$ cat config.mk
export PLATFORM = sky130hd
export DESIGN_NAME = fir_decim_flat
export DESIGN_NICKNAME = d
export VERILOG_FILES = /design/src/rtl/fm_radio_pkg.sv /design/src/rtl/fir_decim_if.sv /design/src/rtl/fir_decim.sv /design/src/flat_wrapper.sv
export SDC_FILE = /design/constraint.sdc
export NUM_CORES = 2
export LEC_CHECK = 0
export ABC_AREA = 0
export CORE_ASPECT_RATIO = 0.75
export CORE_MARGIN = 2
export CORE_UTILIZATION = 60
export DETAILED_ROUTE_END_ITERATION = 8
export PLACE_DENSITY = 0.77
export SKIP_CTS_REPAIR_TIMING = 1
export SYNTH_ARGS = -nofsm -noshare
export SYNTH_HDL_FRONTEND = slang
export SYNTH_SLANG_ARGS = --single-unit
$ cat constraint.sdc
create_clock -name clock -period 26.3 [get_ports clock]
set_input_delay 2.63 -clock clock [delete_from_list [all_inputs] [get_ports clock]]
set_output_delay 2.63 -clock clock [all_outputs]
set_load 0.05 [all_outputs]
$ cat src/rtl/fm_radio_pkg.sv
// Shared fixed-point constants, coefficient tables and the product dequantizer for the FM radio chain.
// Build with FIR_DEQUANT_ROUND_EN defined to round half away from zero instead of truncating toward zero.
package fm_radio_pkg;

    localparam int DATA_SIZE  = 32;
    localparam int QUANT_BITS = 10;
    localparam int PROD_W     = 2 * DATA_SIZE;
    localparam int AUDIO_TAPS = 32;

    typedef logic [0:AUDIO_TAPS-1][DATA_SIZE-1:0] audio_coeffs_t;

    // Symmetric Q10 audio low-pass, element 0 applies to the newest sample.
    localparam audio_coeffs_t AUDIO_LPR_COEFFS = '{
        -32'sd1,  -32'sd2,  -32'sd2,   32'sd0,   32'sd3,   32'sd6,   32'sd8,   32'sd8,
         32'sd5,   32'sd0,  -32'sd6, -32'sd10,  -32'sd8,   32'sd4,  32'sd28,  32'sd60,
        32'sd60,  32'sd28,   32'sd4,  -32'sd8, -32'sd10,  -32'sd6,   32'sd0,   32'sd5,
         32'sd8,   32'sd8,   32'sd6,   32'sd3,   32'sd0,  -32'sd2,  -32'sd2,  -32'sd1
    };

    // Scale a full-width Q10*Q10 product back to Q10, symmetric about zero.
    function automatic logic [DATA_SIZE-1:0] dequantize(input logic signed [PROD_W-1:0] p);
        logic signed [PROD_W-1:0] mag;
        mag = p[PROD_W-1] ? -p : p;
`ifdef FIR_DEQUANT_ROUND_EN
        mag = mag + PROD_W'(1 << (QUANT_BITS - 1));
`endif
        mag = mag >>> QUANT_BITS;
        return DATA_SIZE'(p[PROD_W-1] ? -mag : mag);
    endfunction

endpackage

$ cat src/rtl/fir_decim_if.sv
// Sample-in / sample-out FIFO handshake of the decimating FIR.
// master is the filter side, slave is the FIFO side.
interface fir_decim_if #(
    parameter int DATA_SIZE = fm_radio_pkg::DATA_SIZE
);
    logic [DATA_SIZE-1:0] x_in;
    logic                 x_rd_en;
    logic                 x_empty;
    logic [DATA_SIZE-1:0] y_out;
    logic                 y_out_full;
    logic                 y_wr_en;

    modport master (
        input  x_in, x_empty, y_out_full,
        output x_rd_en, y_out, y_wr_en
    );

    modport slave (
        output x_in, x_empty, y_out_full,
        input  x_rd_en, y_out, y_wr_en
    );
endinterface

$ cat src/rtl/fir_decim.sv
// Decimating real FIR: pops DECIMATION samples, runs one MAC per tap, then pushes the Q10 sum.
// Product scaling comes from fm_radio_pkg::dequantize (FIR_DEQUANT_ROUND_EN selects rounding).
//
// state      | meaning
// ST_READ    | pop input samples into the history line until DECIMATION have arrived
// ST_COMPUTE | accumulate one coefficient*history product per cycle, TAPS cycles
// ST_WRITE   | present the accumulator, push it once the output FIFO has room
module fir_decim #(
    parameter int TAPS       = 32,
    parameter int DECIMATION = 8,
    parameter int DATA_SIZE  = fm_radio_pkg::DATA_SIZE,
    parameter logic [0:TAPS-1][DATA_SIZE-1:0] COEFFS = fm_radio_pkg::AUDIO_LPR_COEFFS
) (
    input logic         clock,
    input logic         reset,
    fir_decim_if.master bus
);

    localparam int TAP_W      = (TAPS > 1) ? $clog2(TAPS) : 1;
    localparam int CNT_W      = (DECIMATION > 1) ? $clog2(DECIMATION) : 1;
    localparam int MUL_W      = 2 * DATA_SIZE;
    localparam int PKG_PROD_W = fm_radio_pkg::PROD_W;
    localparam logic [TAP_W-1:0] LAST_TAP = TAP_W'(TAPS - 1);
    localparam logic [CNT_W-1:0] LAST_CNT = CNT_W'(DECIMATION - 1);

    typedef enum logic [1:0] {
        ST_READ    = 2'd0,
        ST_COMPUTE = 2'd1,
        ST_WRITE   = 2'd2
    } state_t;

    state_t                      state_q, state_d;
    logic signed [DATA_SIZE-1:0] hist_q [TAPS];
    logic signed [DATA_SIZE-1:0] hist_d [TAPS];
    logic [CNT_W-1:0]            cnt_q, cnt_d;
    logic [TAP_W-1:0]            tap_q, tap_d;
    logic [DATA_SIZE-1:0]        acc_q, acc_d;

    logic signed [MUL_W-1:0]     coef_ext;
    logic signed [MUL_W-1:0]     samp_ext;
    logic signed [MUL_W-1:0]     prod;
    logic [fm_radio_pkg::DATA_SIZE-1:0] deq;

    always_comb begin
        coef_ext = MUL_W'($signed(COEFFS[tap_q]));
        samp_ext = MUL_W'(hist_q[tap_q]);
        prod     = coef_ext * samp_ext;
        deq      = fm_radio_pkg::dequantize(PKG_PROD_W'(prod));
    end

    always_comb begin
        state_d     = state_q;
        hist_d      = hist_q;
        cnt_d       = cnt_q;
        tap_d       = tap_q;
        acc_d       = acc_q;
        bus.x_rd_en = 1'b0;
        bus.y_wr_en = 1'b0;

        case (state_q)
            ST_READ: begin
                bus.x_rd_en = !bus.x_empty;
                if (!bus.x_empty) begin
                    for (int i = TAPS - 1; i > 0; i--) begin
                        hist_d[i] = hist_q[i-1];
                    end
                    hist_d[0] = bus.x_in;
                    if (cnt_q == LAST_CNT) begin
                        cnt_d   = '0;
                        tap_d   = '0;
                        acc_d   = '0;
                        state_d = ST_COMPUTE;
                    end else begin
                        cnt_d = cnt_q + 1'b1;
                    end
                end
            end

            ST_COMPUTE: begin
                acc_d = acc_q + DATA_SIZE'(deq);
                if (tap_q == LAST_TAP) begin
                    tap_d   = '0;
                    state_d = ST_WRITE;
                end else begin
                    tap_d = tap_q + 1'b1;
                end
            end

            ST_WRITE: begin
                bus.y_wr_en = !bus.y_out_full;
                if (!bus.y_out_full) begin
                    state_d = ST_READ;
                end
            end

            default: state_d = ST_READ;
        endcase
    end

    // Output is the accumulator register itself, so it cannot move while WRITE stalls.
    assign bus.y_out = acc_q;

    always_ff @(posedge clock or negedge reset) begin
        if (!reset) begin
            state_q <= ST_READ;
            hist_q  <= '{default: '0};
            cnt_q   <= '0;
            tap_q   <= '0;
            acc_q   <= '0;
        end else begin
            state_q <= state_d;
            hist_q  <= hist_d;
            cnt_q   <= cnt_d;
            tap_q   <= tap_d;
            acc_q   <= acc_d;
        end
    end

endmodule

$ cat src/flat_wrapper.sv
// flat-port wrapper written by rule: the top's interface ports become plain ports
module fir_decim_flat 
#(
    parameter int TAPS       = 32,
    parameter int DECIMATION = 8,
    parameter int DATA_SIZE  = fm_radio_pkg::DATA_SIZE,
    parameter logic [0:TAPS-1][DATA_SIZE-1:0] COEFFS = fm_radio_pkg::AUDIO_LPR_COEFFS
)
  (clock, reset, bus_x_in, bus_x_empty, bus_y_out_full, bus_x_rd_en, bus_y_out, bus_y_wr_en);
  fir_decim_if #(.DATA_SIZE(DATA_SIZE)) bus_i ();
  input logic clock;
  input logic reset;
  input wire logic [$bits(bus_i.x_in)-1:0] bus_x_in;
  input wire logic [$bits(bus_i.x_empty)-1:0] bus_x_empty;
  input wire logic [$bits(bus_i.y_out_full)-1:0] bus_y_out_full;
  output wire logic [$bits(bus_i.x_rd_en)-1:0] bus_x_rd_en;
  output wire logic [$bits(bus_i.y_out)-1:0] bus_y_out;
  output wire logic [$bits(bus_i.y_wr_en)-1:0] bus_y_wr_en;
  assign bus_i.x_in = bus_x_in;
  assign bus_i.x_empty = bus_x_empty;
  assign bus_i.y_out_full = bus_y_out_full;
  assign bus_x_rd_en = bus_i.x_rd_en;
  assign bus_y_out = bus_i.y_out;
  assign bus_y_wr_en = bus_i.y_wr_en;
  fir_decim #(.TAPS(TAPS), .DECIMATION(DECIMATION), .DATA_SIZE(DATA_SIZE), .COEFFS(COEFFS)) u_core (.clock(clock), .reset(reset), .bus(bus_i));
endmodule
### Cell classes on the final placement

Scale bar: 100 um.
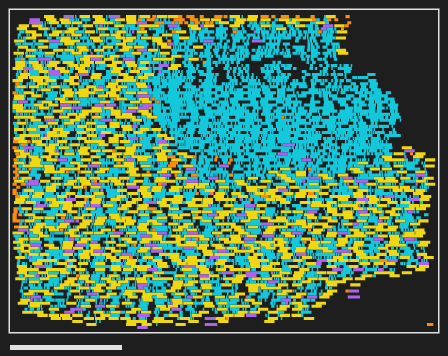
| class | colour | cells |
|---|---|---|
| clock drivers and dummy loads | purple | 185 |
| sequential cells | yellow | 1,066 |
| remaining buffers and delay cells | orange | 131 |
| combinational and other logic | cyan | 5,363 |
Seq/total area: 38.4%
utilization after layout: 65.8%
Core Box Area: 106,000 sq um
Final Instance Area: 69,500 sq um
Rows: 103

==> impl_metrics.env <==
# implementation run metrics
export IMPL_status="completed"
export IMPL_dr_first_iter_drc_count=4824
export IMPL_htree_num_levels=3
export IMPL_hpwl_um=98400
export IMPL_fp_util_pct=60.8
export IMPL_whs_ns=0.460
export IMPL_yosys_mux_area_fraction_pct=12.0
export IMPL_viasPerCell=5.78
export IMPL_synthSimpleGateAreaFrac_pct=22.8
export IMPL_dpl_cell_area_sq_um=66000
export IMPL_gr_usage_met3_pct=4.29
export IMPL_crit_required_ns=26.83
export IMPL_critPathKind="reg -> reg"
export IMPL_skew_ns=0.0647
export IMPL_hold_class="reg -> reg"
export IMPL_fp_dieArea_sq_um=110000
export IMPL_grt_overflow_total=0
export IMPL_timing_final_crit_share_pct=65.8
export IMPL_most_common_cell="nand2_1"
export IMPL_synth_edff_count=0
export IMPL_setup_viol=0
export IMPL_setup_ws_ns=9.00
export IMPL_fp_dieH_um=287
export IMPL_ys_flops=1066
export IMPL_place_ws_ns=9.31
export IMPL_syn_num_nets=7380
export IMPL_clk_pin_slew_ns=0.07
export IMPL_finalSetupTns_ns=0
export IMPL_areaGrowthSynthToFinish_pct=8.16
export IMPL_period_minus_slack_ns=17.30
export IMPL_ant_nets=0
export IMPL_numPortBuffers=69
export IMPL_r2r_slack_ns=9.00
export IMPL_yosys_area_share_aoi_pct=3.60
export IMPL_synth_async_reset_ratio_pct=100
export IMPL_dr_pass1_iters=6
export IMPL_postSynthSeqShare_pct=41.5
export IMPL_ys_warnings_count=0
export IMPL_top_area_cell="dfrtp_1"
export IMPL_rsz0062_at_grt="no"
export IMPL_fp_dieW_um=382
export IMPL_synth_chip_area_sq_um=64300
export IMPL_synth_distinct_cells=88
export IMPL_cts_path_max_buffers=3
export IMPL_tool_warnings=54
export IMPL_io_pins=70
export IMPL_clock_latency_late_pin_ns=0.75
export IMPL_slew_viol_final=0
export IMPL_antenna_found_initial=3
export IMPL_gr_usage_met1_pct=42.4
export IMPL_slowest_delay_ns=0.95
export IMPL_cts_sinks=1066
export IMPL_grt_max_degree=247
export IMPL_ys_sh_xor_pct=1.06
export IMPL_cts_tree="done"
export IMPL_flop_cell="dfrtp_1"
export IMPL_yosys_area_top_type_share_pct=41.5
export IMPL_grt_usage_pct=27.4
export IMPL_cp_arrival_ns=17.83
export IMPL_root_buffer="clkbuf_16"
export IMPL_gr_usage_met2_pct=41.5
export IMPL_n_antenna_cell=0
export IMPL_synthesis_area_sq_um=64300
export IMPL_yosys_top_cells_count="nand2_1, dfrtp_1, fa_1, inv_1, clkbuf_1"
export IMPL_synth_avg_cell_area_sq_um=9.46
export IMPL_fmax_ghz=0.0578
export IMPL_nets=7249
export IMPL_grt_pass1_wl_um=245000
export IMPL_worstMarginPinSlew_ns=1.15
export IMPL_final_cell_mix="nand2_1, dfrtp_1, fa_1, inv_1, mux4_2"
export IMPL_grt_pass1_vias=46900
export IMPL_drc=0
export IMPL_synth_cells=6793
export IMPL_slowest_stage="fa_1"
export IMPL_startpoint_type="flip-flop"
export IMPL_relSlewSlack_pct=21.4
export IMPL_max_cap_violations=0
export IMPL_grt_busiest_layer="met1"
export IMPL_hold_viol=0
export IMPL_ys_cells=6793
export IMPL_cts_made_buffers=100
export IMPL_path_max_fanout=62
export IMPL_crit_path_end_kind="flip-flop"
export IMPL_adder_share_pct=15.0
export IMPL_routabilityCongestion=0.935
export IMPL_drive_gt1_share_pct=9.12
export IMPL_synthTopLogicFamily="simple AND/OR/NAND/NOR gates"
export IMPL_lay_top_count="nand2_1"
export IMPL_area_leaders="dfrtp_1, nand2_1, fa_1"
### Signal wires by layer

Scale bar: 100 um. Only two layers are drawn.
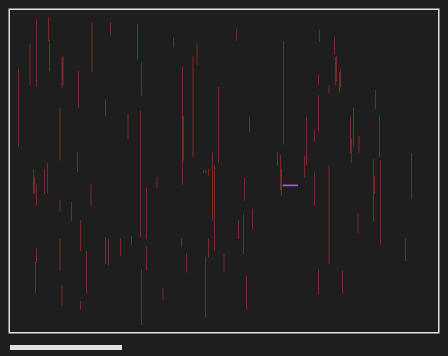
| layer | colour | wire length |
|---|---|---|
| metal 4 | red | 2,800 um |
| metal 5 | purple | 12.0 um |
wire per inst: 17.9 um
DR vias: 47.2k
Routed WL: 146,000 um

==> area by class of cell <==
type / count / area, sq um
Tap cell: 1417 / 1770
Sequential cell: 1066 / 26700
Clock inverter: 52 / 766
Multi-Input combinational cell: 5029 / 35000
Inverter: 334 / 1270
Fill cell: 7971 / 36200
Timing Repair Buffer: 131 / 1240
Clock buffer: 133 / 2790
==> final timing paths <==
kind / startpoint / endpoint / cells past startpoint
setup reg to reg: u_core.tap_q[2]$_DFFE_PN0P_ / u_core.bus.y_out[30]$_DFFE_PN0P_ / 50
setup / recovery: u_core.tap_q[2]$_DFFE_PN0P_ / u_core.bus.y_out[30]$_DFFE_PN0P_ / 50
max in group asynchronous: reset / u_core.hist_q[892]$_DFFE_PN0P_ / 4
min in group asynchronous: reset / u_core.hist_q[651]$_DFFE_PN0P_ / 1
hold reg to reg: u_core.hist_q[132]$_DFFE_PN0P_ / u_core.hist_q[100]$_DFFE_PN0P_ / 2
hold / removal: u_core.hist_q[132]$_DFFE_PN0P_ / u_core.hist_q[100]$_DFFE_PN0P_ / 2
==> logic make-up (layout without fill, tap and decap cells) <==
family | Yosys count | count (layout)
buffers and inverters | 698 | 650
multiplexers | 370 | 370
adder cells (fa/ha/maj) | 551 | 551
AND-OR/OR-AND | 339 | 339
AND/OR/NAND/NOR | 3691 | 3691
XOR/XNOR | 78 | 78
flip-flops | 1066 | 1066
==> worst max-delay path, delay by kind of cell (launching register included) <==
kind	cells	cell delay, ns
adders and majority gates	11	5.71
buffers and inverters	13	3.72
AOI/OAI and AO/OA	11	3.02
and+or+nand+nor	8	1.75
muxes	4	1.35
DFF	1	0.92
xor gates and xnor gates	3	0.50
==> stage by stage <==
| stage | utilization [%] | cells |
|---|---|---|
| after floorplan | - | 6793 |
| after detailed placement | 62.4 | 7977 |
| after global placement | 62.4 | 7977 |
| final | 65.8 | 8162 |
| after global routing | 65.8 | 8162 |
| after CTS | 65.8 | 8162 |
==> state kept, by name, indices dropped and copies added, names as in the netlist <==
name	flops
u_core.hist_q	1024
u_core.state_q	2
u_core.cnt_q	3
u_core.bus.y_out	32
u_core.tap_q	5
==> per-layer routing <==
metal | part of all wire, % | vias to the layer above
met4 | 1.9 | 2
met2 | 46 | 1536
met1 | 45 | 23800
met3 | 7.0 | 218
met5 | 0.0075 | -
li1 | - | 21600
